==> run_1/flops_by_reg.png <==
Bar = 20 um. Other sequential cells in the stronger gray, the rest of the logic in the fainter gray.
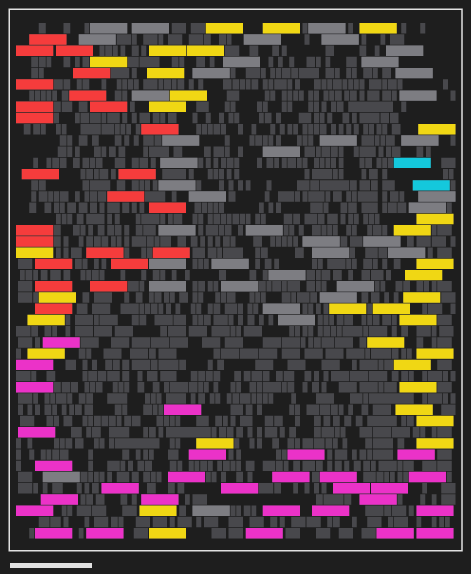
==> run_1/logic_types.png <==
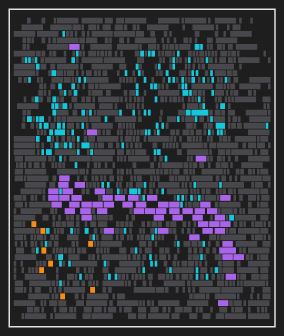
==> run_1/congestion.png <==
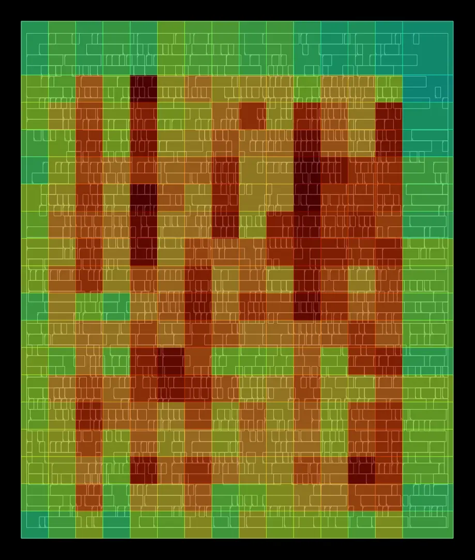
<file path="config.mk">
export PLATFORM = sky130hd
export DESIGN_NAME = clkmeas
export DESIGN_NICKNAME = d
export VERILOG_FILES = /design/src/rtl/clkmeas_pkg.sv /design/src/rtl/clkmeas_sigsync.sv /design/src/rtl/clkmeas.sv
export SDC_FILE = /design/constraint.sdc
export NUM_CORES = 1
export LEC_CHECK = 0
export ABC_AREA = 1
export CAP_MARGIN = 25
export CORE_ASPECT_RATIO = 1.2
export CORE_UTILIZATION = 62
export CTS_BUF_LIST = sky130_fd_sc_hd__clkbuf_4 sky130_fd_sc_hd__clkbuf_8
export DETAILED_ROUTE_END_ITERATION = 12
export PLACE_DENSITY = 0.87
export SYNTH_ARGS = -nofsm -noshare
export SYNTH_HDL_FRONTEND = slang
export SYNTH_SLANG_ARGS = --single-unit
</file>
<file path="constraint.sdc">
create_clock -name in_clk -period 5.5 [get_ports in_clk]
set_input_delay 0.825 -clock in_clk [delete_from_list [all_inputs] [get_ports in_clk]]
set_output_delay 0.825 -clock in_clk [all_outputs]
set_load 0.02 [all_outputs]
</file>
<file path="src/rtl/clkmeas_pkg.sv">
// Shared types and configuration helpers for the clkmeas frequency/period meter.
// Optional period measurement is enabled by defining CLKMEAS_PERIOD_EN.
package clkmeas_pkg;

    typedef enum logic [1:0] {
        IDLE   = 2'd0,
        SETTLE = 2'd1,
        COUNT  = 2'd2
    } state_e;

    function automatic int unsigned calc_window(input int unsigned main_hz, input int unsigned gate_hz);
        return (gate_hz == 0) ? 0 : main_hz / gate_hz;
    endfunction

    // Gate window must divide evenly and span at least two cycles; synchroniser needs >= 2 flops.
    function automatic bit cfg_ok(input int unsigned main_hz, input int unsigned gate_hz,
                                  input int unsigned stages);
        return (gate_hz != 0) && ((main_hz % gate_hz) == 0) &&
               (calc_window(main_hz, gate_hz) >= 2) && (stages >= 2);
    endfunction

endpackage

</file>
<file path="src/rtl/clkmeas_sigsync.sv">
// Synchronises an asynchronous input into in_clk and flags its rising edges.
// Latency: SYNC_STAGES cycles to out_sync, out_rise is combinational from registered state.
// Backpressure: none, free-running.
module clkmeas_sigsync #(
    parameter int SYNC_STAGES = 2
) (
    input  logic in_clk,
    input  logic in_rst,
    input  logic in_sig,
    output logic out_sync,
    output logic out_rise
);

    logic [SYNC_STAGES-1:0] sync_q;
    logic                   prev_q;

    always_ff @(posedge in_clk or negedge in_rst) begin
        if (!in_rst) begin
            sync_q <= '0;
            prev_q <= 1'b0;
        end else begin
            sync_q <= {sync_q[SYNC_STAGES-2:0], in_sig};
            prev_q <= sync_q[SYNC_STAGES-1];
        end
    end

    assign out_sync = sync_q[SYNC_STAGES-1];
    assign out_rise = sync_q[SYNC_STAGES-1] & ~prev_q;

endmodule

</file>
<file path="src/rtl/clkmeas.sv">
// Gated edge counter reporting in_sig frequency in Hz (and edge-to-edge period with CLKMEAS_PERIOD_EN).
// Latency: results and out_valid register one cycle after the terminal gate cycle.
// Backpressure: none; out_valid is a single-cycle strobe, outputs hold between strobes.
module clkmeas
    import clkmeas_pkg::*;
#(
    parameter int unsigned MAIN_CLK_HZ = 50_000_000,
    parameter int unsigned GATE_HZ     = 10,
    parameter int          CTR_BITS    = 32,
    parameter int          SYNC_STAGES = 2
) (
    input  logic                in_clk,
    input  logic                in_rst,
    input  logic                in_en,
    input  logic                in_sig,
    output logic [CTR_BITS-1:0] out_hz,
    output logic [CTR_BITS-1:0] out_edges,
    output logic [CTR_BITS-1:0] out_period,
    output logic                out_ovf,
    output logic                out_valid
);

    localparam int unsigned WINDOW = calc_window(MAIN_CLK_HZ, GATE_HZ);
    localparam int          GATE_W = (WINDOW > 2) ? $clog2(WINDOW) : 1;
    localparam int          SET_W  = $clog2(SYNC_STAGES + 1);

    localparam logic [GATE_W-1:0]   GATE_LAST = GATE_W'(WINDOW - 1);
    localparam logic [SET_W-1:0]    SET_LAST  = SET_W'(SYNC_STAGES);
    localparam logic [CTR_BITS-1:0] GATE_K    = CTR_BITS'(GATE_HZ);
    localparam logic [CTR_BITS-1:0] CTR_ONE   = CTR_BITS'(1);

    if (!cfg_ok(MAIN_CLK_HZ, GATE_HZ, SYNC_STAGES)) begin : g_bad_cfg
        $error("clkmeas: MAIN_CLK_HZ/GATE_HZ must be exact and >= 2, SYNC_STAGES >= 2");
    end

    logic sig_sync;
    logic sig_rise_raw;
    logic sig_rise;

    clkmeas_sigsync #(
        .SYNC_STAGES(SYNC_STAGES)
    ) u_sigsync (
        .in_clk  (in_clk),
        .in_rst  (in_rst),
        .in_sig  (in_sig),
        .out_sync(sig_sync),
        .out_rise(sig_rise_raw)
    );

    assign sig_rise = sig_rise_raw & sig_sync;

    state_e              state_q, state_d;
    logic [SET_W-1:0]    settle_q, settle_d;
    logic [GATE_W-1:0]   gate_q, gate_d;
    logic [CTR_BITS-1:0] edge_q, edge_d;
    logic [CTR_BITS-1:0] hz_q, hz_d;
    logic [CTR_BITS-1:0] edges_q, edges_d;
    logic                ovf_q, ovf_d;
    logic                valid_q, valid_d;
    logic [CTR_BITS-1:0] edge_fin;

    always_ff @(posedge in_clk or negedge in_rst) begin
        if (!in_rst) begin
            state_q  <= IDLE;
            settle_q <= '0;
            gate_q   <= '0;
            edge_q   <= '0;
            hz_q     <= '0;
            edges_q  <= '0;
            ovf_q    <= 1'b0;
            valid_q  <= 1'b0;
        end else begin
            state_q  <= state_d;
            settle_q <= settle_d;
            gate_q   <= gate_d;
            edge_q   <= edge_d;
            hz_q     <= hz_d;
            edges_q  <= edges_d;
            ovf_q    <= ovf_d;
            valid_q  <= valid_d;
        end
    end

    always_comb begin
        state_d  = state_q;
        settle_d = settle_q;
        gate_d   = gate_q;
        edge_d   = edge_q;
        hz_d     = hz_q;
        edges_d  = edges_q;
        ovf_d    = ovf_q;
        valid_d  = 1'b0;
        // Edge arriving in the terminal cycle still belongs to this window.
        edge_fin = (sig_rise && (edge_q != '1)) ? edge_q + CTR_ONE : edge_q;

        case (state_q)
            IDLE: begin
                if (in_en) begin
                    state_d  = SETTLE;
                    settle_d = '0;
                end
            end
            SETTLE: begin
                if (!in_en) begin
                    state_d = IDLE;
                end else if (settle_q == SET_LAST) begin
                    state_d = COUNT;
                    gate_d  = '0;
                    edge_d  = '0;
                end else begin
                    settle_d = settle_q + SET_W'(1);
                end
            end
            COUNT: begin
                if (!in_en) begin
                    state_d = IDLE;
                    gate_d  = '0;
                    edge_d  = '0;
                end else if (gate_q == GATE_LAST) begin
                    edges_d = edge_fin;
                    hz_d    = edge_fin * GATE_K;
                    ovf_d   = (edge_fin == '1);
                    valid_d = 1'b1;
                    gate_d  = '0;
                    edge_d  = '0;
                end else begin
                    gate_d = gate_q + GATE_W'(1);
                    edge_d = edge_fin;
                end
            end
            default: state_d = IDLE;
        endcase
    end

    assign out_hz    = hz_q;
    assign out_edges = edges_q;
    assign out_ovf   = ovf_q;
    assign out_valid = valid_q;

`ifdef CLKMEAS_PERIOD_EN
    logic [CTR_BITS-1:0] per_ctr_q, per_ctr_d;
    logic [CTR_BITS-1:0] period_q, period_d;
    logic                per_arm_q, per_arm_d;

    always_ff @(posedge in_clk or negedge in_rst) begin
        if (!in_rst) begin
            per_ctr_q <= '0;
            period_q  <= '0;
            per_arm_q <= 1'b0;
        end else begin
            per_ctr_q <= per_ctr_d;
            period_q  <= period_d;
            per_arm_q <= per_arm_d;
        end
    end

    // First edge after entering COUNT only arms the counter; later edges report edge-to-edge spacing.
    always_comb begin
        per_ctr_d = per_ctr_q;
        period_d  = period_q;
        per_arm_d = per_arm_q;
        if (state_q != COUNT) begin
            per_ctr_d = '0;
            per_arm_d = 1'b0;
        end else if (sig_rise) begin
            if (per_arm_q) begin
                period_d = (per_ctr_q == '1) ? '1 : per_ctr_q + CTR_ONE;
            end
            per_ctr_d = '0;
            per_arm_d = 1'b1;
        end else if (per_ctr_q != '1) begin
            per_ctr_d = per_ctr_q + CTR_ONE;
        end
    end

    assign out_period = period_q;
`else
    assign out_period = '0;
`endif

endmodule

</file>
==> results_slide.txt, run 1 <==
Synthesis and Place & Route Summary

Finish
  • # diodes: 0
  • Net count, final: 1309
  • P&R area growth vs syn: 13.2%
  • Layout cell share with drive strength beyond 1: 0.0650

Clock network
  • Total CTS buffers: 17
  • Worst skew pair latency: 0.47 ns
  • Clock Tree Buf Depth: 2
  • Setup repair bufs after CTS: 0
  • CTS tree: done
  • H-Tree Level Count: 4
  • Hold buffer count at CTS: 0
  • Worst-path clk slew: 0.08 ns
  • CTS resizes: 0

Run status
  • Status: finished clean

Global routing
  • Vias in the first global route: 7633
  • Largest net degree at the start of global routing: 74

Yosys
  • Synth Flop Type: dfrtp_1
  • YS chip area: 0.00859 mm^2
  • Max-area cell share: 0.364
  • Post-synth top cells: nand2_1, inv_1, dfrtp_1, nor2_1, o21ai_0
  • Asr flop ratio synth: 1.00

Critical path
  • Slowest stage cell, crit path: inv_2
  • CP Launch Type: flop
  • Worst r2r src: edge_q[0]
  • CP Launch Point: edge_q[0]
  • Top delay family on crit path: simple AND/OR/NAND/NOR gates
  • R2R cell count: 23
  • Crit-path max cell delay: 0.65 ns

Placed design
  • RD Place Congestion: 0.952
  • I/O Buffers: 68

Floorplan
  • Die height: 131 um
  • FP Core Util: 0.643
  • Die ar.: 0.0143 mm^2
  • Row count: 46

Final timing
  • Final slew viol count: 0
  • Crit path time final: 4.76 ns
  • Endpoints failing hold: 0

Route
  • Met1 wire length: 9.44 mm
  • DR top layer: met4
  • Starting DRT DRC Count: 581
  • Vias after detailed routing: 8061
  • Vias per Instance: 5.64
  • Metal3 WL: 1.25 mm
  • Met2 Routed Length: 11.0 mm

Power
  • Power per cell area: 284 mW/mm^2
  • Design Power: 0.00276 W
  • VDD IR max: 0.214 mV
Notes on flops_by_reg.png above:
Key: out_edges = yellow [flops 32, where spread over the die]; out_hz = magenta [flops 29]; gate_q = red [flops 23]; u_sigsync.sync_q = cyan [flops 2]
final core utilization: 0.728
storage element area: 0.00313 mm^2
sequential logic power: 0.00108 W
sequential cell area share: 0.322

Notes on logic_types.png above:
Key: AND and OR gates = orange [cells 8, most used or2_2, where south-west]; adder and majority cells = purple [cells 56, most used ha_1]; NOR gates = cyan [cells 157, most used nor2_1]
most numerous logic cell after layout: nand2_1
fin cells: 1430
multi-input logic portion of the cell area: 0.480

Notes on congestion.png above:
GR Layer Usage met3: 0.0476
GRT Total Usage: 0.339
DR WL/cell: 15.9 um

[run 1: state kept, by name (all words and copies together) (netlist names)]
signal / count
out_ovf: 1
u_sigsync.prev_q: 1
edge_q: 32
u_sigsync.sync_q: 2
out_valid: 1
out_hz: 29
gate_q: 23
settle_q: 2
state_q: 2
out_edges: 32
[run 1: area by class of cell]
type | count | area, um^2
flip-flops and latches | 125 | 3130
fillers | 1126 | 3640
multi-input cells | 890 | 4660
well taps | 168 | 210
inverters | 139 | 522
clock inverters | 12 | 186
repair buffers | 76 | 738
clock buffers | 20 | 269
[run 1: worst min-delay path by stage]
stage	cells past startpoint	slack (ns)	from	endpoint
6_report	0	0.36	u_sigsync.sync_q[0]	u_sigsync.sync_q[1]
5_1_grt	0	0.37	u_sigsync.sync_q[0]	u_sigsync.sync_q[1]
4_1_cts	0	0.36	u_sigsync.sync_q[0]	u_sigsync.sync_q[1]
3_5_place_dp	0	0.35	u_sigsync.sync_q[0]	u_sigsync.sync_q[1]
3_3_place_gp	0	0.34	u_sigsync.sync_q[0]	u_sigsync.sync_q[1]
2_1_floorplan	0	0.33	u_sigsync.sync_q[0]	u_sigsync.sync_q[1]
[run 1: placed cells by master, fill, tap and decap left out, types with 2 or more instances in the layout]
master             n
nand2_1          312
o21ai_1            3
nor3_1            24
clkinv_4           4
nor3_2             2
nand2_4            3
nand2_2           13
nor4_1             6
o22ai_1           32
clkbuf_8          19
o21ai_2            2
o21bai_1           4
inv_2              3
o21a_1             5
buf_4              9
clkdlybuf4s50_1   67
dfrtp_1          125
a21oi_1           54
clkinvlp_4         2
inv_1            136
nand4_1           15
a211oi_1           2
nand3_1           64
ha_1              55
a21o_1             3
nor2_1           116
a21oi_2            3
or2_2              7
nor3b_1            2
xnor2_1            8
o21ai_0           82
a31oi_1            3
nor2_2             4
xor2_1            22
conb_1            33
bufinv_16          4
[run 1: cells by family (layout without fill, tap and decap cells)]
logic type | after synthesis | after routing | synth area share
AND/OR/NAND/NOR | 573 | 573 | 0.286
buffers and inverters | 199 | 247 | 0.107
flip-flops | 125 | 125 | 0.364
AND-OR/OR-AND | 198 | 198 | 0.130
XOR/XNOR | 30 | 30 | 0.0306
other | 1 | 33 | 0.000437
adder cells (fa/ha/maj) | 56 | 56 | 0.0825
[run 1: layer usage]
layer / global-route usage / up-vias
met5: 0 / -
li1: - / 3927
met2: 0.562 / 262
met3: 0.0476 / 64
met4: 0.180 / 0
met1: 0.430 / 3808
[run 1: report_power, final]
group | switching [W] | total (W) | internal (W)
Clock | 0.000400 | 0.000927 | 0.000527
Combinational | 0.000491 | 0.000753 | 0.000263
Sequential | 0.0000816 | 0.00108 | 0.000999
Total | 0.000972 | 0.00276 | 0.00179
[run 1: through the flow]
step | instances | util | hold WS (ns)
floorplan | 1214 | - | 0.331
global placement | 1398 | 0.693 | 0.345
detailed placement | 1398 | 0.693 | 0.346
CTS | 1430 | 0.728 | 0.362
global route | 1430 | 0.728 | 0.366
finish | 1430 | 0.728 | 0.355
--- run 2 (diff from run 1) ---
--- a/config.mk
+++ b/config.mk
@@ -7,11 +7,13 @@
 export LEC_CHECK = 0
 export ABC_AREA = 1
 export CAP_MARGIN = 25
+export CELL_PAD_IN_SITES_DETAIL_PLACEMENT = 1
+export CELL_PAD_IN_SITES_GLOBAL_PLACEMENT = 2
 export CORE_ASPECT_RATIO = 1.2
-export CORE_UTILIZATION = 62
+export CORE_UTILIZATION = 36
 export CTS_BUF_LIST = sky130_fd_sc_hd__clkbuf_4 sky130_fd_sc_hd__clkbuf_8
 export DETAILED_ROUTE_END_ITERATION = 12
-export PLACE_DENSITY = 0.87
+export PLACE_DENSITY_LB_ADDON = 0.1
 export SYNTH_ARGS = -nofsm -noshare
 export SYNTH_HDL_FRONTEND = slang
 export SYNTH_SLANG_ARGS = --single-unit
==> results_slide.txt, run 2 <==
Synthesis and Place & Route Summary

Critical path
  • Critical Path Sink Type: flop
  • CP Launch Type: flop
  • Top delay family on crit path: simple AND/OR/NAND/NOR gates
  • Slowest stage cell, crit path: inv_2
  • Crit-path max cell delay: 0.66 ns (about the same)
  • Critical Path RT: 5.86 ns
  • CP max FO: 39

Clock network
  • CTS resizes: 0 (unchanged)
  • Setup repair bufs after CTS: 0 (unchanged)
  • Hold buffer count at CTS: 0 (unchanged)
  • H-Tree Level Count: 4 (unchanged)
  • Clock Tree Buf Depth: 2 (unchanged)
  • CTS tree: done
  • Total CTS buffers: 17 (unchanged)
  • Worst skew pair latency: 0.46 ns (about the same)
  • Worst-path clk slew: 0.09 ns (about the same)

Final timing
  • Endpoints failing hold: 0 (unchanged)
  • RSZ-0062 raised after global routing: false
  • Slew of the pin with the lowest slew margin: 0.782 ns
  • Crit path time final: 4.75 ns (-0.0161 ns)
  • Final slew viol count: 0 (unchanged)

Floorplan
  • FP Core Util: 0.369 (-0.274)
  • Die ar.: 0.0245 mm^2 (+71%)
  • Die height: 171 um (+31%)
  • Row count: 61 (+33%)

Placed design
  • RD Place Congestion: 0.874 (-8.1%)
  • I/O Buffers: 68 (unchanged)

Run status
  • Status: finished clean

Power
  • Design Power: 0.00276 W (about the same)
  • VDD IR max: 0.142 mV (-34%)

Route
  • Vias per Instance: 5.00 (-11%)
  • Vias after detailed routing: 7889 (-2.1%)
  • DR WL/cell: 17.4 um (+9.0%)
  • Starting DRT DRC Count: 261 (-55%)
  • Initial DRT Pass Iterations: 7

Yosys
  • Asr flop ratio synth: 1.00 (unchanged)
  • Synth Area per Inst: 7.26 um^2
  • Max-area cell share: 0.364 (unchanged)
  • Synth Flop Type: dfrtp_1
  • Post-synth top cells: nand2_1, inv_1, dfrtp_1, nor2_1, o21ai_0
  • YS chip area: 0.00859 mm^2 (unchanged)
  • Synth cell types: 45

Finish
  • P&R area growth vs syn: 15.0%
  • Commonest cells after routing, fill and taps aside: nand2_1, inv_1, dfrtp_1
  • Most numerous logic cell after layout: nand2_1
  • Layout cell share with drive strength beyond 1: 0.0650 (unchanged)
  • # diodes: 0 (unchanged)
  • Net count, final: 1309 (unchanged)

Global routing
  • Largest net degree at the start of global routing: 126 (+70%)
  • Initial antenna violation count: 0
  • GRT Total Usage: 0.237 (-0.102)
  • Vias in the first global route: 8165 (+7.0%)

Flow run
  • Stage-log warning count: 28
## run 2: cell counts after synthesis
Identical to the previous run, type by type.
## run 2: metrics by stage
step	hold slack, ns	std cells	setup WS (ns)	util	cell area, um^2
after global routing	0.378	1577	0.276	0.424	9880
after detailed placement	0.342	1545	0.782	0.406	9460
final	0.363	1577	0.753	0.424	9880
after global placement	0.344	1545	0.897	0.406	9460
after CTS	0.371	1577	0.728	0.424	9880
after floorplan	0.331	1214	1.84	-	8710
## run 2: cell type report
class | instances | area [um^2] | area share
Sequential cell | 125 | 3130 | 0.317
Tap cell | 315 | 394 | 0.0399
Clock inverter | 15 | 186 | 0.0189
Timing Repair Buffer | 76 | 751 | 0.0760
Clock buffer | 17 | 234 | 0.0237
Multi-Input combinational cell | 890 | 4660 | 0.472
Inverter | 139 | 522 | 0.0528
## run 2: final timing paths
kind | startpoint | cells after the start | slack (ns) | end
max | edge_q[0] | 23 | 0.75 | out_hz[24]
min | u_sigsync.sync_q[0] | 0 | 0.36 | u_sigsync.sync_q[1]
max reg2reg | edge_q[0] | 23 | 0.75 | out_hz[24]
min reg2reg | u_sigsync.sync_q[0] | 0 | 0.36 | u_sigsync.sync_q[1]
max in group asynchronous | in_rst | 2 | 4.50 | out_hz[30]
min in group asynchronous | in_rst | 2 | 0.45 | out_hz[5]
## run 2: worst register-to-register path, cell delays in order, from the launching register on
cell and delay, ns:
dfrtp_1 0.43, ha_1 0.27, inv_1 0.11, nor2_4 0.06
nand2_4 0.11, nor2_8 0.06, nand2_4 0.12, nand2_4 0.18
inv_2 0.67, nand2_1 0.15, nand2_2 0.17, inv_1 0.06
ha_1 0.29, ha_1 0.23, fa_1 0.48, nand3_1 0.11
nand2_1 0.09, a21oi_1 0.32, o21ai_0 0.19, nand2_1 0.09
nand2_1 0.06, or2_2 0.28, nand3_1 0.07, nand2_1 0.06
## run 2: routing by layer
metal,up-vias,GRT usage,part of all wire
li1,3935,-,-
met1,3799,0.298,0.45
met2,123,0.415,0.50
met3,32,0.0315,0.024
met4,0,0.0813,0.024
met5,-,0,0
## run 2: kinds of logic (layout without fill, tap and decap cells)
logic type                 Yosys count  count (layout)  synth area share
AOI/OAI and AO/OA                  198             198             0.130
xor gates and xnor gates            30              30            0.0306
adders and majority gates           56              56            0.0825
buffers and inverters              199             247             0.107
DFF                                125             125             0.364
other                                1              33          0.000437
and+or+nand+nor                    573             573             0.286
## run 2: report_power, final
group          internal (W)  switching [W]  total, W
clock              0.000456       0.000440  0.000896
sequential         0.000998      0.0000877   0.00109
combinational      0.000266       0.000516  0.000782
total               0.00172        0.00104   0.00276
==> run_2/flops_by_reg.png <==
Bar = 50 um. Other sequential cells in the stronger gray, the rest of the logic in the fainter gray.
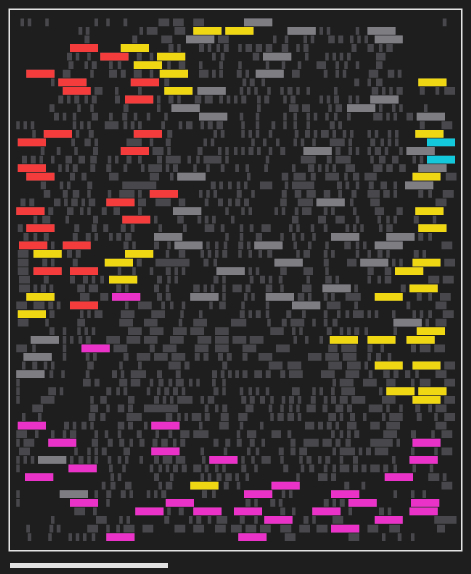
Key: gate_q = red [flops 23]; out_hz = magenta [flops 29]; u_sigsync.sync_q = cyan [flops 2]; out_edges = yellow [flops 32, where spread over the die]
sequential cell area share: 0.317
sequential logic power: 0.00109 W

Power is estimated from default activity; no workload was simulated.
